==> run_1/clk_routes.png <==
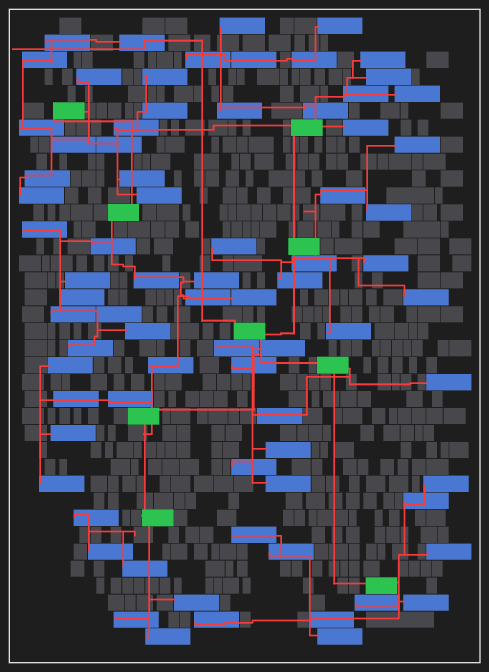
==> run_1/io_placement.png <==
Pins as bars across the die edge, other pins in grey.
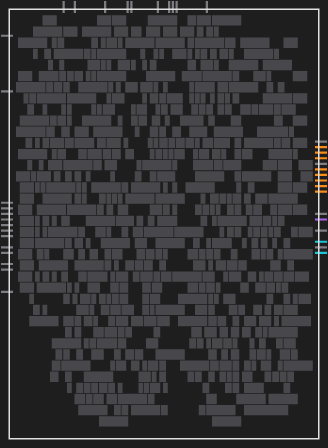
==> run_1/clocks.png <==
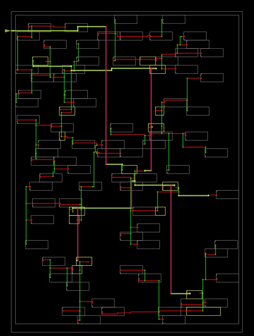
==> run_1/sizes.png <==
Bar = 20 um.
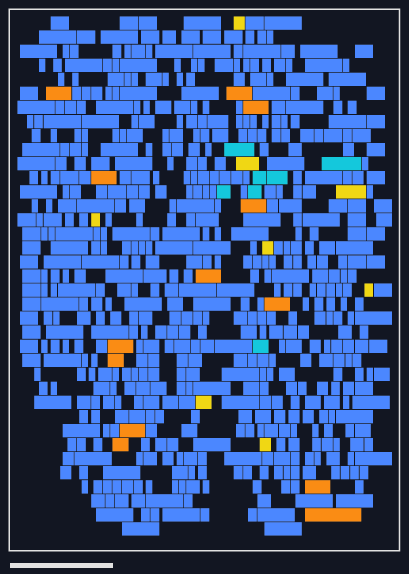
==> config.mk <==
export PLATFORM = sky130hd
export DESIGN_NAME = frame_tx_sequencer
export DESIGN_NICKNAME = d
export VERILOG_FILES = /design/src/rtl/frame_tx_sequencer.sv
export SDC_FILE = /design/constraint.sdc
export NUM_CORES = 1
export LEC_CHECK = 0
export CORE_ASPECT_RATIO = 1.4
export CORE_MARGIN = 1
export CORE_UTILIZATION = 57
export DETAILED_ROUTE_END_ITERATION = 8
export GPL_TIMING_DRIVEN = 1
export PLACE_DENSITY_LB_ADDON = 0.2
export SYNTH_ARGS = -nofsm -noshare
export SYNTH_HDL_FRONTEND = slang
export SYNTH_SLANG_ARGS = --single-unit
==> constraint.sdc <==
create_clock -name CLK -period 7.2 [get_ports CLK]
set_clock_uncertainty 0.2 [all_clocks]
set_input_delay 1.44 -clock CLK [delete_from_list [all_inputs] [get_ports CLK]]
set_output_delay 1.44 -clock CLK [all_outputs]
set_load 0.005 [all_outputs]
==> src/rtl/frame_tx_sequencer.sv <==
// frame_tx_sequencer
//   Drives the capture-to-UART path. A start command arms the camera front
//   end, then the block streams a frame over the SPART transmitter as
//   A5 5A, two bytes per 12-bit pixel ({4'h0,pix[11:8]}, pix[7:0]), and an
//   8-bit XOR checksum of the payload bytes.
// Ports:
//   CLK, RST                   clock, synchronous active-high reset
//   cmd_valid, cmd_byte        command strobe/byte from SPART RX
//   fifo_rdata, fifo_rdempty   pixel FIFO read side (data one cycle after rdreq)
//   fifo_rdreq                 one-cycle FIFO read strobe
//   tx_busy                    SPART TX shifting a byte
//   tx_start, tx_data          one-cycle transmit strobe and its byte
//   capture_arm                front-end write enable
//   busy                       frame in progress
//   frame_done                 one-cycle pulse after the checksum byte has left
//   err                        sticky status: 01 timeout, 10 aborted
module frame_tx_sequencer #(
  parameter int         PIXELS_PER_FRAME = 307200,
  parameter int         TIMEOUT_CYCLES   = 1000000,
  parameter logic [7:0] CMD_START        = 8'h43,
  parameter logic [7:0] CMD_ABORT        = 8'h41
) (
  input  logic        CLK,
  input  logic        RST,
  input  logic        cmd_valid,
  input  logic [7:0]  cmd_byte,
  input  logic [11:0] fifo_rdata,
  input  logic        fifo_rdempty,
  output logic        fifo_rdreq,
  input  logic        tx_busy,
  output logic        tx_start,
  output logic [7:0]  tx_data,
  output logic        capture_arm,
  output logic        busy,
  output logic        frame_done,
  output logic [1:0]  err
);

  localparam int PCW = $clog2(PIXELS_PER_FRAME + 1);
  localparam int TCW = $clog2(TIMEOUT_CYCLES + 1);
  localparam logic [PCW-1:0] PIX_LAST = PCW'(PIXELS_PER_FRAME);
  localparam logic [TCW-1:0] TO_LAST  = TCW'(TIMEOUT_CYCLES);

  typedef enum logic [3:0] {
    IDLE, HDR0, HDR1, FETCH, WAIT_DATA, SEND_HI, SEND_LO, SEND_CSUM, DONE
  } state_t;

  state_t         state, state_n;
  logic [PCW-1:0] pix_cnt, pix_inc;
  logic [TCW-1:0] to_cnt, to_inc;
  logic [11:0]    pix;
  logic [7:0]     csum;
  logic           abort_pend;

  logic       start_cmd, abort_cmd, stopping, tx_ready;
  logic       send, rd, timeout, done_fire;
  logic [7:0] send_byte;

  assign start_cmd = cmd_valid && (cmd_byte == CMD_START) && (state == IDLE);
  assign abort_cmd = cmd_valid && (cmd_byte == CMD_ABORT) && (state != IDLE);
  // Once an abort is seen, nothing new is issued until the UART drains.
  assign stopping  = abort_cmd || abort_pend;
  // tx_start is registered, so a high tx_start means the pulse is on the
  // wire right now and tx_busy has not yet had a chance to rise.
  assign tx_ready  = !tx_busy && !tx_start;
  assign pix_inc   = pix_cnt + PCW'(1);
  assign to_inc    = to_cnt + TCW'(1);

  assign busy       = (state != IDLE);
  assign fifo_rdreq = rd && !RST;

  always_comb begin
    state_n   = state;
    send      = 1'b0;
    send_byte = 8'h00;
    rd        = 1'b0;
    timeout   = 1'b0;
    done_fire = 1'b0;
    if (stopping) begin
      if (tx_ready) state_n = IDLE;
    end else begin
      case (state)
        IDLE: if (start_cmd) state_n = HDR0;
        HDR0: if (tx_ready) begin
          send = 1'b1; send_byte = 8'hA5; state_n = HDR1;
        end
        HDR1: if (tx_ready) begin
          send = 1'b1; send_byte = 8'h5A; state_n = FETCH;
        end
        FETCH: begin
          if (!fifo_rdempty) begin
            rd = 1'b1; state_n = WAIT_DATA;
          end else if (to_inc == TO_LAST) begin
            timeout = 1'b1; state_n = IDLE;
          end
        end
        WAIT_DATA: state_n = SEND_HI;
        SEND_HI: if (tx_ready) begin
          send = 1'b1; send_byte = {4'h0, pix[11:8]}; state_n = SEND_LO;
        end
        SEND_LO: if (tx_ready) begin
          send      = 1'b1;
          send_byte = pix[7:0];
          state_n   = (pix_cnt == PIX_LAST) ? SEND_CSUM : FETCH;
        end
        SEND_CSUM: if (tx_ready) begin
          send = 1'b1; send_byte = csum; state_n = DONE;
        end
        DONE: if (tx_ready) begin
          done_fire = 1'b1; state_n = IDLE;
        end
        default: state_n = IDLE;
      endcase
    end
  end

  always_ff @(posedge CLK) begin
    if (RST) begin
      state       <= IDLE;
      tx_start    <= 1'b0;
      tx_data     <= 8'h00;
      capture_arm <= 1'b0;
      frame_done  <= 1'b0;
      err         <= 2'b00;
      pix_cnt     <= '0;
      to_cnt      <= '0;
      pix         <= 12'h000;
      csum        <= 8'h00;
      abort_pend  <= 1'b0;
    end else begin
      state      <= state_n;
      tx_start   <= send;
      frame_done <= done_fire;
      if (send) tx_data <= send_byte;
      // Header and checksum bytes stay out of the checksum.
      if (send && (state == SEND_HI || state == SEND_LO)) csum <= csum ^ send_byte;

      if (state_n == IDLE)  abort_pend <= 1'b0;
      else if (abort_cmd)   abort_pend <= 1'b1;

      if (start_cmd) begin
        capture_arm <= 1'b1;
        err         <= 2'b00;
        pix_cnt     <= '0;
        csum        <= 8'h00;
        to_cnt      <= '0;
      end
      if (abort_cmd) begin
        capture_arm <= 1'b0;
        err         <= 2'b10;
      end
      if (timeout) begin
        capture_arm <= 1'b0;
        err         <= 2'b01;
      end

      // Counts consecutive empty cycles spent in FETCH.
      if (rd)                                to_cnt <= '0;
      else if (state == FETCH && !stopping)  to_cnt <= to_inc;

      if (state == WAIT_DATA && !stopping) begin
        pix     <= fifo_rdata;
        pix_cnt <= pix_inc;
        if (pix_inc == PIX_LAST) capture_arm <= 1'b0;
      end
    end
  end

endmodule
==> results.txt, run 1 <==
yosys + openroad results -> Async SR Flop Fraction 0%, PostCTS Resize Cnt 0, P&R area growth vs syn 13.6%, largest net degree at the start of global routing 54, Placement Setup Slack between 1500 and 2000 ps, clock-pin slew on the worst setup and hold paths 80 ps, Hold Crit Endpoint pix[4], tool warnings 27, top-count cell post-synth a21oi_1, pwr/cell area 164 nW/um^2, nets 621, post-synthesis cell count between 500 and 600, syn avg cell area 7.37 sq um, All-Layer GR Usage 29.2%, Final Hold Vio Count 0, post-route cell area 4860 sq um, 1st-pass router iterations 5, detailed-route via count 4293, GR Overflow Total 0, gpl congestion 0.867, Yosys top cell by area dfxtp_1, adder-cell share of the synthesized area less than 1%, LEAKAGE between 0.0015 and 0.002 uW, Mapped Area between 4000 and 5000 sq um, Rows 37, IO buf count 39, Max Slew Vio Count 0, FP Util about three fifths, Max FO, Critical Path 22, run status finished clean, Worst Setup Slack, final 1780 ps, Critical Path End Type primary output, Die Size 7870 sq um, Routed WL per cell 15.4 um, flop2flop setup slack about 3700 ps, DP Area 4660 sq um, Max-cap violations 0, Synth Seq Share 36.0%, biggest area cells dfxtp_1 (36%), a21oi_1 (9.1%), nor2_1 (6.5%), Detail Route Antenna Nets 0, H-Tree Depth 3, drt total wl 10700 um, Via-to-Cell Ratio 6.18, ys flops 77, Setup Buffers After CTS 0, Synth logic family simple AND/OR/NAND/NOR gates, ys cells between 500 and 600, Hold Startpoint pix[4], overall power 795 uW, CP Launch Type input pin, first-pass GRT wire length 17700 um, post-layout util 66.5%
Notes on clk_routes.png above:
blue -> flip-flops  # count 77
green -> clock drivers  # count 9
red -> clock wires  # length 993 um
routed clock nets = 10

Notes on io_placement.png above:
cyan -> err  # pins 2, direction output, edge right
purple -> fifo_rdempty  # pins 1, direction input, edge right
orange -> cmd_byte  # pins 8, direction input, edge right
all pins by edge = 16 right, 14 left, 10 top

Notes on clocks.png above:
CTS Buf Count: 9
Clk power: 344 uW
Clk Latency, worst-skew pair: 370 ps
clk sink count: 77
clock buffer count: 10

Notes on sizes.png above:
cyan -> _3 and _4 cells  # cells 7
yellow -> _2 cells  # cells 8
orange -> _6 and larger  # cells 13
blue -> _0 and _1 cells  # cells 570

==> run 1: metrics by stage <==
stage,cells,hold WS [ps]
after global routing,695,277
after detailed placement,679,252
after floorplan,581,231
after global placement,679,246
final,695,260
after CTS,695,264
==> run 1: how the worst max path moves through the flow <==
stage | start | to | slack [ps] | cells past startpoint
6_report | cmd_byte[3] | fifo_rdreq | 1780 | 6
3_5_place_dp | cmd_byte[3] | fifo_rdreq | 1780 | 6
4_1_cts | cmd_byte[3] | fifo_rdreq | 1780 | 6
2_1_floorplan | cmd_byte[3] | fifo_rdreq | 2680 | 5
3_3_place_gp | cmd_byte[3] | fifo_rdreq | 1830 | 6
5_1_grt | cmd_byte[2] | fifo_rdreq | 1610 | 6
==> run 1: area by class of cell <==
type / instances / area, sq um
Fill cell: 666 / 2450
Inverter: 6 / 22.5
Tap cell: 97 / 121
Clock buffer: 10 / 138
Timing Repair Buffer: 41 / 400
Clock inverter: 6 / 68.8
Multi-Input combinational cell: 458 / 2570
Sequential cell: 77 / 1540
==> run 1: registers in the layout, summed over array words and instances (netlist names) <==
name and cells:
state 4, csum 8, capture_arm 1, pix 12, tx_data 8, to_cnt 20
pix_cnt 19, tx_start 1, err 2, abort_pend 1, frame_done 1
==> run 1: cells in the final DEF (no fill, tap or decap), drive strengths merged, types with 11 or more instances in the layout <==
master / count
a211oi: 12
a21oi: 78
clkdlybuf4s50: 38
dfxtp: 77
nand2: 61
nand3: 25
nand3b: 16
nand4: 16
nor2: 75
nor3: 17
o21ai: 37
or3: 13
xnor2: 11
==> run 1: worst max-delay path, delay by kind of cell <==
family | cells | cell delay, ps
buffers and inverters | 2 | 880
and+or+nand+nor | 3 | 1070
AOI/OAI and AO/OA | 1 | 380
==> run 1: per-layer routing <==
layer	share of wire [%]	vias to the layer above	routed length [um]	global-route usage (%)
met1	40	2021	4300	32.3
met4	3.5	0	375	15.7
li1	-	2113	-	-
met3	4.4	27	474	5.79
met5	0	-	0	0
met2	52	132	5550	50.5
==> run 1: power by group <==
group | total, uW | switching [uW] | internal, uW
clock | 344 | 172 | 172
combinational | 25.9 | 12.8 | 13.1
sequential | 426 | 0.122 | 425
==> run 1: cells by family (layout without fill, tap and decap cells) <==
| kind of cell | after synthesis | in the layout |
|---|---|---|
| flops | 77 | 77 |
| fa+ha+maj | 3 | 3 |
| compound gates | 151 | 151 |
| buf+inv | 46 | 63 |
| mux | 6 | 6 |
| xor+xnor | 18 | 18 |
| simple gates | 280 | 280 |
==> run_1/layer_met4.png <==
Bar = 20 um.
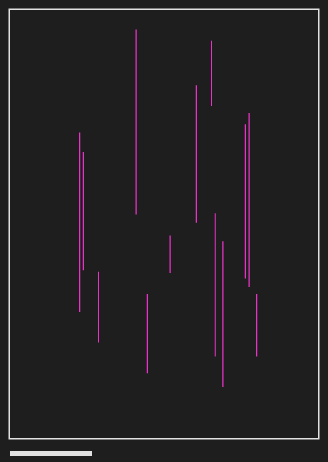

==> inputs of run 2 (changes only) <==
==> constraint.sdc (replaced) <==
create_clock -name CLK -period 5.3 [get_ports CLK]
set_clock_uncertainty 0.2 [all_clocks]
set_input_delay 1.06 -clock CLK [delete_from_list [all_inputs] [get_ports CLK]]
set_output_delay 1.06 -clock CLK [all_outputs]
set_load 0.005 [all_outputs]
==> run_2/layer_met4.png <==
Bar = 20 um.
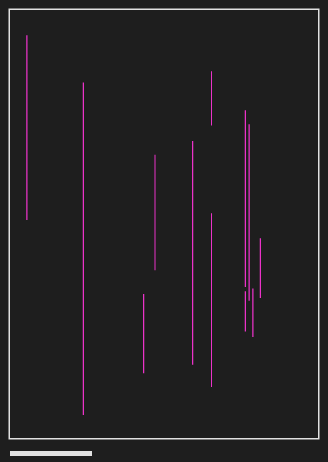
main direction = vertical
share of all routed wire = 3.7%
longest straight run = 80.9 um
nets with wire on the layer = 11
wire length on this layer = 403 um

==> run_2/io_placement.png <==
Pins as bars across the die edge, other pins in grey.
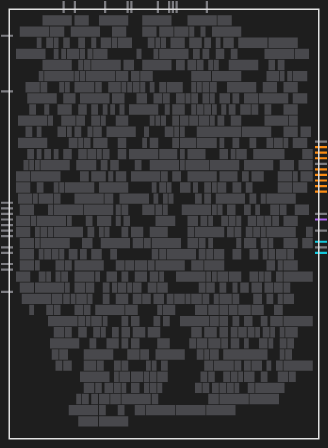
orange -> cmd_byte  # pins 8, direction input, edge right
cyan -> err  # pins 2, direction output, edge right
purple -> fifo_rdempty  # pins 1, direction input, edge right
all pins by edge = 16 right, 14 left, 10 top

==> results.txt, run 2 <==
yosys + openroad results -> most numerous logic cells after layout a21oi_1 (78), dfxtp_1 (77), nor2_1 (74) (unchanged), Synth logic family simple AND/OR/NAND/NOR gates (unchanged), Critical Path End Type primary output (unchanged), Simple Share, Synth 33.5% (unchanged), Async SR Flop Fraction 0% (unchanged), run status finished clean (unchanged), Max FO, Critical Path 22 (unchanged), overall power 1110 uW (was 795 uW), dominant logic cell type in the layout a21oi_1 (unchanged), pwr/cell area 226 nW/um^2 (was 164 nW/um^2), Worst Hold Class flip-flop to flip-flop (unchanged), aoi share 20.3% (unchanged), top-count cell post-synth a21oi_1 (unchanged), Mapped Area 4280 sq um (unchanged), largest net degree at the start of global routing 54 (unchanged), Setup CP Type input pin to primary output (unchanged), CTS Hold Bufs 0 (unchanged), All-Layer GR Usage 29.2% (about the same), clock-pin slew on the worst setup and hold paths 80 ps (about the same), Data required, critical path 4040 ps (was 5560 ps), CP Launch Type input pin (unchanged), multiplexer share of the synthesized area 1.40% (unchanged), final critical-path required period 4650 ps, Max-cap violations 0 (unchanged), Syn Nets 609 (unchanged), Commonest cells post-synth a21oi_1 (78), dfxtp_1 (77), nor2_1 (74), nand2_1 (61), o21ai_0 (37) (unchanged), Detail Route Antenna Nets 0 (unchanged), # fillers 676 (was 666), Crit path top cell by count clkdlybuf4s50_1 (unchanged), Reg2Reg Depth 7 (unchanged), Final Hold Vio Count 0 (unchanged), Yosys top cell by area dfxtp_1 (unchanged), vias in the first global route 4035 (was 4023), GR Overflow Total 0 (unchanged), Hold Crit Endpoint pix[11] (was pix[4]), Largest regs to_cnt x20, pix_cnt x19, pix x12 (unchanged), initial antenna violation count 0 (unchanged), Routed WL per cell 15.5 um (was 15.4 um), Die Size 7870 sq um (unchanged), Setup Buffers After CTS 0 (unchanged), flop2flop setup slack 1900 ps (was 3730 ps), Synth Seq Share 36.0% (unchanged), Via-to-Cell Ratio 6.22 (was 6.18), biggest area cells dfxtp_1 (36%), a21oi_1 (9.1%), nor2_1 (6.5%) (unchanged), tool warnings 27 (unchanged), drt total wl 10800 um (was 10700 um), post-route cell area 4900 sq um (was 4860 sq um), max reg flops 20 (unchanged), H-Tree Depth 3 (unchanged), Final setup viols 0 (unchanged), PostCTS Resize Cnt 0 (unchanged), Yosys cell types 48 (unchanged), top area contributor share 36.0% (unchanged), clk sink count 77 (unchanged), gpl congestion 0.884 (was 0.867), post-synthesis cell count 581 (unchanged), first-pass GRT wire length 17900 um (was 17700 um), synthesis area per yosys 4280 sq um (unchanged), CP arrival 3390 ps (was 3780 ps), post-layout util 67.0% (was 66.5%), IO buf count 39 (unchanged), Core ar. 7310 sq um (unchanged), LEAKAGE 0.00156 uW (was 0.00154 uW), DP Area 4690 sq um (was 4660 sq um), Rows 37 (unchanged), CTS Buf Count 9 (unchanged), 1st-pass router iterations 5 (unchanged), P&R area growth vs syn 14.5% (was 13.6%), syn avg cell area 7.37 sq um (unchanged), Clk Latency, worst-skew pair 370 ps (about the same), detailed-route via count 4350 (was 4293), Worst path slowest cell or4_4 (was nor4b_1), nets 625 (was 621), largest register by flop count to_cnt (unchanged), fin crit share approximately 88%, hold path depth 2 (unchanged), ys cells 581 (unchanged), HPWL Detailed 7410 um (was 7320 um), adder-cell share of the synthesized area 0.877% (unchanged), Hold Startpoint pix[11] (was pix[4]), ys flops 77 (unchanged), Max Slew Vio Count 0 (unchanged), FP Util 58.5% (unchanged), Worst path max stage delay 640 ps (was 710 ps)
-- run 2: cell count changes in the layout (fill, tap and decap cells not counted) --
cell / delta
clkbuf_8: -1
clkinvlp_4: +1
buf_4: +4
inv_6: -1
clkbuf_1: +2
bufinv_16: +1
clkinv_4: -1
clkinv_2: -1
-- run 2: how the worst max path moves through the flow --
stage	slack (ps)	from	depth (start not counted)	to
floorplan	1540	cmd_byte[3]	5	fifo_rdreq
global placement	670	cmd_byte[0]	7	fifo_rdreq
detailed placement	650	cmd_byte[6]	7	fifo_rdreq
CTS	650	cmd_byte[6]	7	fifo_rdreq
global route	530	cmd_byte[0]	7	fifo_rdreq
finish	650	cmd_byte[6]	7	fifo_rdreq
-- run 2: cells by family (layout without fill, tap and decap cells) --
kind of cell	Yosys count	after routing
AOI/OAI and AO/OA	151	151
xor gates and xnor gates	18	18
adders and majority gates	3	3
buffers and inverters	46	67
DFF	77	77
muxes	6	6
and+or+nand+nor	280	280
-- run 2: per-layer routing --
layer  routed length [um]  global-route usage, %
met3                  373                   4.15
met1                 4550                   33.1
met5                    0                      0
met2                 5510                   49.7
met4                  403                   18.7
-- run 2: critical path: cells and delay by family --
kind	cells	cell delay, ps
AND-OR/OR-AND	1	290
buffers and inverters	3	1070
AND/OR/NAND/NOR	3	960
-- run 2: final cells by class --
cell class,count,area [sq um],share of cell area [%]
clock inverters,5,83.8,1.71
flip-flops and latches,77,1540,31.4
well taps,97,121,2.48
clock buffers,11,131,2.68
repair buffers,45,430,8.78
inverters,6,22.5,0.459
multi-input cells,458,2570,52.5
-- run 2: through the flow --
stage	hold WS (ps)	setup WS (ps)	cells
4_1_cts	263	649	699
5_1_grt	290	530	699
3_3_place_gp	250	671	683
6_report	259	650	699
2_1_floorplan	231	1540	581
3_5_place_dp	252	651	683
-- run 2: report_power, final --
part           internal [uW]  leakage [uW]  switching (uW)  total [uW]
Combinational           18.7      0.000838            17.8        36.6
Sequential               578      0.000620           0.166         578
Clock                    267      0.000100             228         495
Total                    864       0.00156             246        1110
Power is estimated from default activity; no workload was simulated.
